==> config.mk <==
export PLATFORM = sky130hd
export DESIGN_NAME = interval_event_timer
export DESIGN_NICKNAME = d
export VERILOG_FILES = /design/src/rtl/interval_event_timer_pkg.sv /design/src/rtl/interval_event_timer_snap_fifo.sv /design/src/rtl/interval_event_timer.sv
export SDC_FILE = /design/constraint.sdc
export NUM_CORES = 1
export LEC_CHECK = 0
export CAP_MARGIN = 5
export CORE_AREA = 2 2 115 117
export CTS_CLUSTER_SIZE = 12
export DETAILED_ROUTE_END_ITERATION = 12
export DIE_AREA = 0 0 117 119
export PLACE_DENSITY = 0.41
export SETUP_SLACK_MARGIN = 0.3
export SLEW_MARGIN = 20
export SYNTH_ARGS = -nofsm -noshare
export SYNTH_HDL_FRONTEND = slang
export SYNTH_SLANG_ARGS = --single-unit
==> constraint.sdc <==
create_clock -name clock -period 5.1 [get_ports clock]
set_input_delay 1.53 -clock clock [delete_from_list [all_inputs] [get_ports clock]]
set_output_delay 1.53 -clock clock [all_outputs]
set_load 0.005 [all_outputs]
m1.png
Scale bar: 20 microns. Supply wires on this layer in grey.
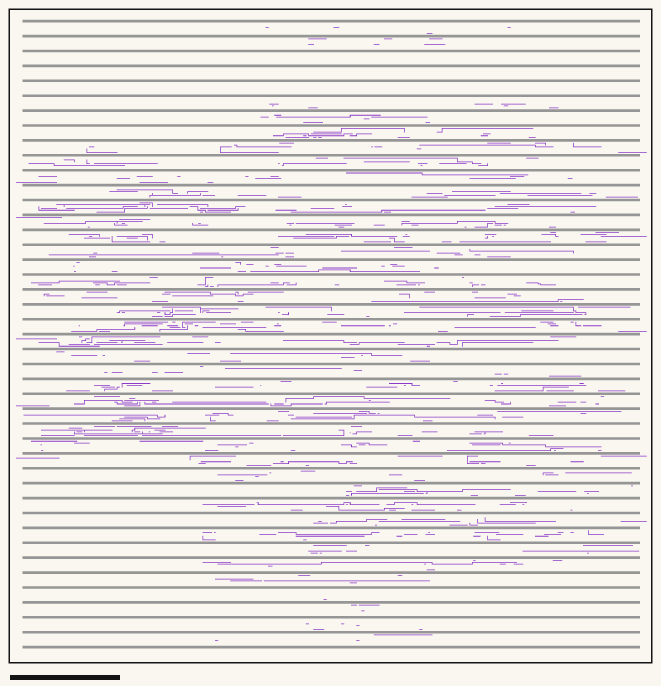
share of all routed wire: 46%
main direction: horizontal
nets with wire on the layer: 227
wire length on this layer: 2930 microns
final WL: 6360 microns
vias: 1674

m2.png
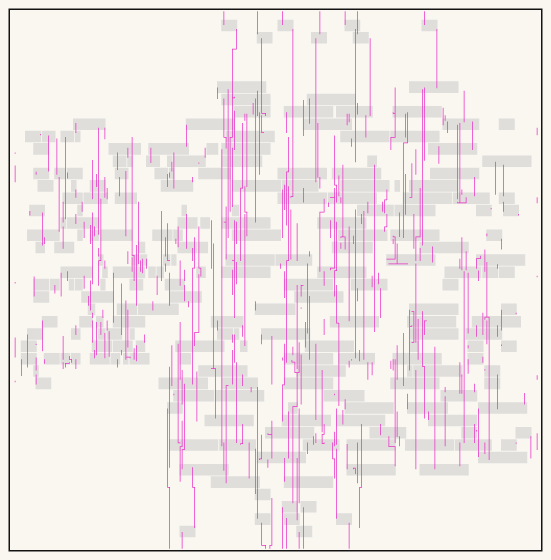
main direction: vertical
wire length on this layer: 2940 microns
longest straight run: 65.3 microns
nets with wire on the layer: 217
share of all routed wire: 46%
met2 GRT Util: 0.150

m3.png
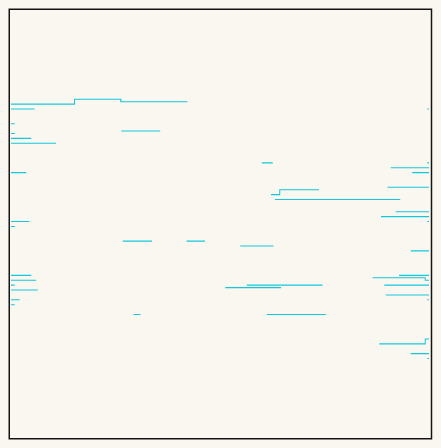
wire length on this layer: 367 microns
main direction: horizontal
GRT met3 Usage: 0.0321

congestion_map.png
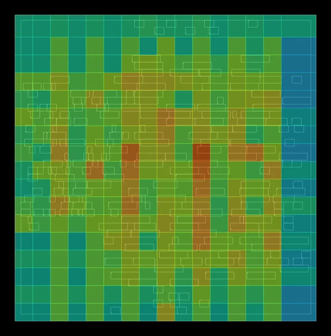
fin util: 0.326
layer with the highest usage: met2
Avg WL per Cell: 15.6 microns
grt met1 use: 0.130
total track usage: 0.0992

==> summary.txt <==
yosys + openroad results -> final instance area 0.00420 sq mm, CP cell instances clkdlybuf4s50_1 -> and2_1 -> clkdlybuf4s50_1, outcome completed, hold_buf cts 0, Area Growth Syn to Fin 30.6%, Setup CP Type input port to output port, clkbuf count 9, Comb gate area 840 sq um, Comb power 482 uW, via/cell ratio 4.11, CTS sink cnt 81, crit-path max cell delay 500 ps, Tap Cells 176, synth warn 0, Comb/total area 0.200, FP Core Util 0.250, DIE AREA 0.0139 sq mm, Post-synth ARST share 0, most common library cells after synthesis edfxtp_1 (68), mux4_2 (17), dfxtp_1 (13), top cells, area edfxtp_1 (64%), mux4_2 (12%), dfxtp_1 (8.1%), Residual DRC 0, Power Internal 1490 uW, Tmin final 4190 ps, Largest register FFs 68, Post-Syn Nets 206, Required @ worst endpoint 3570 ps, Die X 117 microns, antenna violations before repair 0, PD cells 468 mW/mm^2, Final WS setup 911 ps, power in the clock group 675 uW, Clock-cell share 0.0757, clock power share 0.343, Cell Area, Placed 0.00388 sq mm, ys cells 171, Final TNS setup 0 ps
stage by stage:
| step | utilization | power [uW] | instances |
|---|---|---|---|
| finish | 0.326 | 1970 | 407 |
| CTS | 0.326 | 2010 | 407 |
| global route | 0.326 | 2080 | 407 |
| floorplan | - | 1090 | 171 |
| global placement | 0.301 | 1320 | 391 |
| detailed placement | 0.301 | 1320 | 391 |
per-layer routing:
layer / wire [microns] / track usage
met5: 0 / 0
met4: 124 / 0.0441
met1: 2930 / 0.130
met3: 367 / 0.0321
met2: 2940 / 0.150
cells by family (layout without fill, tap and decap cells):
logic type      count (synthesis)  in the layout  synth area share
xor+xnor                        4              4            0.0109
flops                          81             81             0.716
fa+ha+maj                      12             12            0.0490
simple gates                   30             30            0.0576
mux                            17             17             0.119
compound gates                 12             12            0.0245
buf+inv                        15             75            0.0230
Power is estimated from default activity; no workload was simulated.
